File: src/rtl/ones_comp_pkg.sv
// Shared definitions for the bit-serial ones' complement add/subtract sequencer.
//   state_t    : sequencer states (IDLE, ADD, WRAP, DONE)
//   DEF_WIDTH  : default operand/result width
package ones_comp_pkg;

    localparam int DEF_WIDTH = 4;

    typedef enum logic [1:0] {
        IDLE = 2'd0,
        ADD  = 2'd1,
        WRAP = 2'd2,
        DONE = 2'd3
    } state_t;

endpackage : ones_comp_pkg

File: src/rtl/full_adder.sv
// Single-bit full adder, time-shared by the serial sequencer.
//   A, B, C : addend bits and carry in
//   Y       : sum bit
//   cout    : carry out
module full_adder (
    input  logic A,
    input  logic B,
    input  logic C,
    output logic Y,
    output logic cout
);

    // Sum and carry of three input bits
    always_comb begin
        Y    = A ^ B ^ C;
        cout = (A & B) | (C & (A ^ B));
    end

endmodule : full_adder

File: src/rtl/ones_comp_serial_ctrl.sv
// Bit-serial ones' complement add/subtract sequencer. One full_adder is reused
// LSB first for an add pass; when that pass carries out of the MSB, a second
// pass of WIDTH cycles adds the end-around carry back in.
//   clk, rst_n : clock (rising edge), asynchronous active-low reset
//   start      : request pulse, accepted only when not busy
//   op_sub     : 0 = a+b, 1 = a-b (b inverted at capture)
//   a, b       : operands, sampled with start
//   busy       : high while in ADD or WRAP
//   done       : one-cycle pulse, result/overflow/neg_zero valid
//   result     : ones' complement result, updated only in the DONE cycle
//   overflow   : signed ones' complement overflow of the last operation
//   neg_zero   : result is all ones
module ones_comp_serial_ctrl
    import ones_comp_pkg::*;
#(
    parameter int WIDTH = DEF_WIDTH
) (
    input  logic             clk,
    input  logic             rst_n,
    input  logic             start,
    input  logic             op_sub,
    input  logic [WIDTH-1:0] a,
    input  logic [WIDTH-1:0] b,
    output logic             busy,
    output logic             done,
    output logic [WIDTH-1:0] result,
    output logic             overflow,
    output logic             neg_zero
);

    localparam int IDX_W = (WIDTH > 2) ? $clog2(WIDTH) : 1;
    localparam logic [IDX_W-1:0] LAST_IDX = IDX_W'(WIDTH - 1);

    state_t             state_r, state_n;
    logic [WIDTH-1:0]   acc_r, acc_n;
    logic [WIDTH-1:0]   opnd_r, opnd_n;
    logic               carry_r, carry_n;
    logic [IDX_W-1:0]   idx_r, idx_n;
    logic               sign_a_r, sign_a_n;
    logic               sign_o_r, sign_o_n;
    logic               busy_r, done_r, overflow_r, neg_zero_r;
    logic [WIDTH-1:0]   result_r;
    logic               fa_a_s, fa_b_s, fa_y_s, fa_co_s;
    logic               last_bit_s;

    assign last_bit_s = (idx_r == LAST_IDX);

    full_adder u_fa (
        .A    (fa_a_s),
        .B    (fa_b_s),
        .C    (carry_r),
        .Y    (fa_y_s),
        .cout (fa_co_s)
    );

    // Next-state, adder input muxing and datapath update
    always_comb begin
        state_n  = state_r;
        acc_n    = acc_r;
        opnd_n   = opnd_r;
        carry_n  = carry_r;
        idx_n    = idx_r;
        sign_a_n = sign_a_r;
        sign_o_n = sign_o_r;
        fa_a_s   = acc_r[idx_r];
        fa_b_s   = 1'b0;
        case (state_r)
            IDLE, DONE: begin
                if (start) begin
                    acc_n    = a;
                    opnd_n   = op_sub ? ~b : b;
                    carry_n  = 1'b0;
                    idx_n    = {IDX_W{1'b0}};
                    sign_a_n = a[WIDTH-1];
                    sign_o_n = op_sub ? ~b[WIDTH-1] : b[WIDTH-1];
                    state_n  = ADD;
                end else begin
                    state_n  = IDLE;
                end
            end
            ADD: begin
                fa_b_s       = opnd_r[idx_r];
                acc_n[idx_r] = fa_y_s;
                carry_n      = fa_co_s;
                if (last_bit_s) begin
                    idx_n = {IDX_W{1'b0}};
                    if (fa_co_s) begin
                        // carry out of the MSB re-enters at the LSB
                        state_n = WRAP;
                    end else begin
                        state_n = DONE;
                    end
                end else begin
                    idx_n = idx_r + IDX_W'(1);
                end
            end
            WRAP: begin
                acc_n[idx_r] = fa_y_s;
                carry_n      = fa_co_s;
                if (last_bit_s) begin
                    // a carry out here cannot happen; it is dropped
                    idx_n   = {IDX_W{1'b0}};
                    carry_n = 1'b0;
                    state_n = DONE;
                end else begin
                    idx_n = idx_r + IDX_W'(1);
                end
            end
            default: begin
                state_n = IDLE;
            end
        endcase
    end

    // State, datapath and registered outputs
    always_ff @(posedge clk or negedge rst_n) begin
        if (!rst_n) begin
            state_r    <= IDLE;
            acc_r      <= {WIDTH{1'b0}};
            opnd_r     <= {WIDTH{1'b0}};
            carry_r    <= 1'b0;
            idx_r      <= {IDX_W{1'b0}};
            sign_a_r   <= 1'b0;
            sign_o_r   <= 1'b0;
            busy_r     <= 1'b0;
            done_r     <= 1'b0;
            result_r   <= {WIDTH{1'b0}};
            overflow_r <= 1'b0;
            neg_zero_r <= 1'b0;
        end else begin
            state_r  <= state_n;
            acc_r    <= acc_n;
            opnd_r   <= opnd_n;
            carry_r  <= carry_n;
            idx_r    <= idx_n;
            sign_a_r <= sign_a_n;
            sign_o_r <= sign_o_n;
            busy_r   <= (state_n == ADD) || (state_n == WRAP);
            done_r   <= (state_n == DONE);
            // outputs are loaded from the final accumulator on entry to DONE
            if (state_n == DONE) begin
                result_r   <= acc_n;
                overflow_r <= (sign_a_r == sign_o_r) && (acc_n[WIDTH-1] != sign_a_r);
                neg_zero_r <= &acc_n;
            end else begin
                result_r   <= result_r;
                overflow_r <= overflow_r;
                neg_zero_r <= neg_zero_r;
            end
        end
    end

    assign busy     = busy_r;
    assign done     = done_r;
    assign result   = result_r;
    assign overflow = overflow_r;
    assign neg_zero = neg_zero_r;

endmodule : ones_comp_serial_ctrl

File: config.mk
export PLATFORM = sky130hd
export DESIGN_NAME = ones_comp_serial_ctrl
export DESIGN_NICKNAME = d
export VERILOG_FILES = /design/src/rtl/ones_comp_pkg.sv /design/src/rtl/full_adder.sv /design/src/rtl/ones_comp_serial_ctrl.sv
export SDC_FILE = /design/constraint.sdc
export NUM_CORES = 1
export LEC_CHECK = 0
export CORE_MARGIN = 1
export CORE_UTILIZATION = 48
export CTS_BUF_LIST = sky130_fd_sc_hd__clkbuf_2
export DETAILED_ROUTE_END_ITERATION = 7
export PLACE_DENSITY = 0.76
export SKIP_LAST_GASP = 1
export SLEW_MARGIN = 30
export SYNTH_ARGS = -nofsm -noshare
export SYNTH_HDL_FRONTEND = slang
export SYNTH_SLANG_ARGS = --single-unit
File: constraint.sdc
create_clock -name clk -period 2.66 [get_ports clk]
set_input_delay 0.266 -clock clk [delete_from_list [all_inputs] [get_ports clk]]
set_output_delay 0.266 -clock clk [all_outputs]
set_load 0.005 [all_outputs]
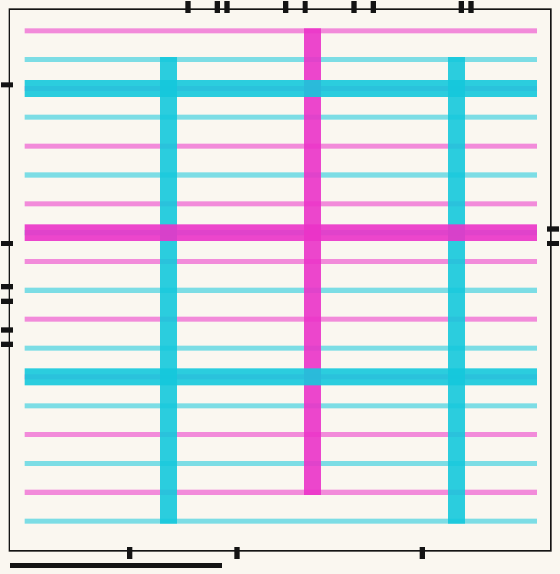
(images/pdn.png)
Bar = 20 µm. Pins as bars on the die edge.
Key: magenta = VDD; cyan = VSS
20 signal pins sit on the boundary. 3 straps on met5. The core has 17 rows.
worst vdd ir: 0.5426 mV
Die Span Y: 50.92 µm
Core Area: 2233 µm²

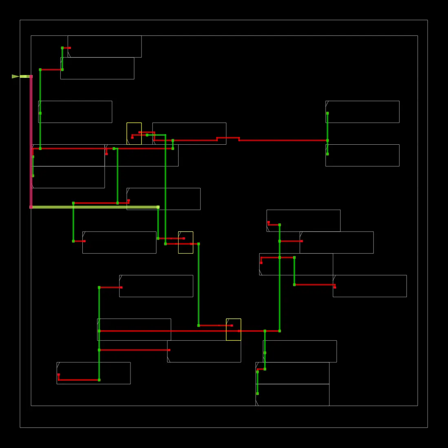
(images/final_clocks.png)
CLK BUF: 3
Num CTS Buffers: 3
Flops: 22

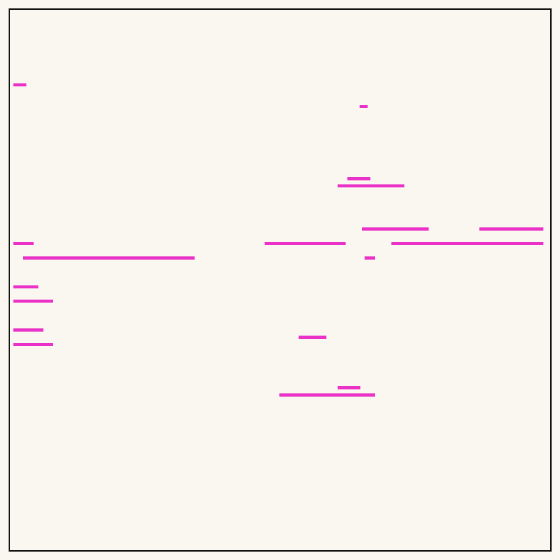
(images/met3.png)
The layer holds 3.8% of the routed length. The wires run mostly horizontal. The layer carries 84.6 µm of wire.
GR Util met3: 0.02976
final WL: 2233 µm
routed via count: 845

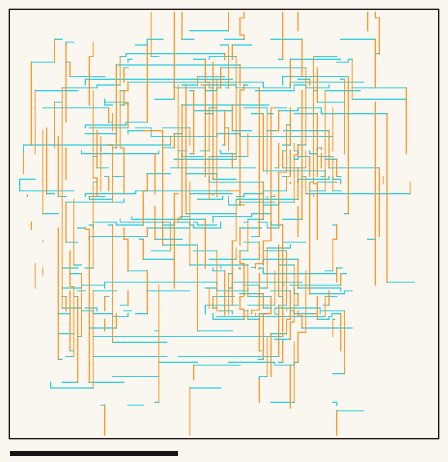
(images/metal_stack.png)
Bar = 20 µm. Only two layers are drawn.
Key: cyan = met1 [wire length 961 µm]; orange = met2 [wire length 1160 µm]
mean routed wirelength per cell: 14.59 µm
total global-route track usage: 0.1980

==> changes_impl.md <==
## Implementation

- Status: complete, no violations
- First-pass GRT wire length: 3691 µm
- Yosys stat area: 1149 µm²
- Tool warning count: 31
- Post-synth cell types: 29
- DP Wirelength: 1753 µm
- Worst Skew: between 0.003 and 0.004 ns
- Maximum clock frequency: 398.1 MHz
- Max incr delay on CP: 0.51 ns
- Cells in synth_stat.txt: between 100 and 150
- Worst-Margin Slew: about 0.51 ns
- Max-cap viol count: 0
- RSZ-0062 raised after global routing: false
- Largest net degree at the start of global routing: 23
- Fill count: approximately 190
- Critical Path End Type: register
- Setup Buffers After CTS: 0
- Fp_density: 0.5143
- Synth cell count leaders: dfrtp_1 (22), nand2_1 (11), inv_1 (9), ha_1 (8), o21ai_0 (8)
- DR vias/cell: 5.523
- Clock sink total: 22
- Startpoint types: register
- H-tree depth: 1
- WP buf/inv: 0
- Global route overflow: 0
- Seq/Total Area, Yosys: 0.4793
- FP Rows: 17
[layer usage]
layer | track usage | routed length [µm]
met1 | 0.2418 | 960
met2 | 0.3311 | 1157
met3 | 0.02976 | 84
met4 | 0.1111 | 30
met5 | 0 | 0
[sequential cells by signal, indices dropped and copies added (netlist names)]
signal    flops
busy          1
neg_zero      1
acc_r         4
carry_r       1
done          1
state_r       2
opnd_r        4
result        4
sign_a_r      1
overflow      1
idx_r         2
[cell families after synthesis]
| group | count (synthesis) | synth area share |
|---|---|---|
| xor+xnor | 4 | 0.03050 |
| fa+ha+maj | 9 | 0.1046 |
| simple gates | 25 | 0.1024 |
| buf+inv | 14 | 0.05337 |
| flops | 22 | 0.4793 |
| compound gates | 21 | 0.1296 |
| mux | 8 | 0.1002 |
[layout make-up]
cell class	count	area (µm²)	share of cell area
sequential	22	550.5	0.3929
multi-input combinational	67	539.3	0.3848
timing repair buffer	24	227.7	0.1625
tap	28	35.03	0.02500
inverter	9	33.78	0.02411
clock buffer	3	15.01	0.01071
[worst paths after layout]
path | startpoint | endpoint | slack [ns] | cells past startpoint
worst max-delay path | idx_r[0] | result[2] | 0.15 | 8
worst min-delay path | rst_n | idx_r[0] | 0.26 | 2
worst max register to register | idx_r[0] | result[2] | 0.15 | 8
worst min register to register | opnd_r[0] | opnd_r[0] | 0.51 | 2
max in group asynchronous | rst_n | acc_r[2] | 2.20 | 2
min in group clk | opnd_r[0] | opnd_r[0] | 0.51 | 2
[power breakdown]
part,leakage (nW),switching [W],internal [W]
registers,0.276,0.0000707,0.000448
logic,0.346,0.000276,0.000305
clock network,0.0125,0.0000949,0.0000308
total,0.634,0.000442,0.000783
[through the flow]
| step | instance area [µm²] | std cells | worst slack, ns | hold slack, ns | utilization |
|---|---|---|---|---|---|
| floorplan | 1149 | 103 | 0.05381 | -0.02959 | - |
| CTS | 1399 | 153 | 0.08169 | 0.2512 | 0.6263 |
| finish | 1401 | 153 | 0.1482 | 0.2562 | 0.6275 |
| global route | 1401 | 153 | 0.04089 | 0.2527 | 0.6275 |
| detailed placement | 1384 | 150 | 0.1117 | 0.4829 | 0.6196 |
| global placement | 1384 | 150 | 0.1909 | 0.4678 | 0.6196 |
[cells in the final DEF (no fill, tap or decap), types with 4 or more instances in the layout]
cell type | Yosys | routed
buf_4 | 0 | 5
clkdlybuf4s50_1 | 0 | 19
dfrtp_1 | 22 | 22
ha_1 | 8 | 7
inv_1 | 9 | 9
mux2_2 | 4 | 4
nand2_1 | 11 | 11
nor2_1 | 6 | 6
o21ai_0 | 8 | 8
xnor2_1 | 4 | 4
Power is estimated from default activity; no workload was simulated.
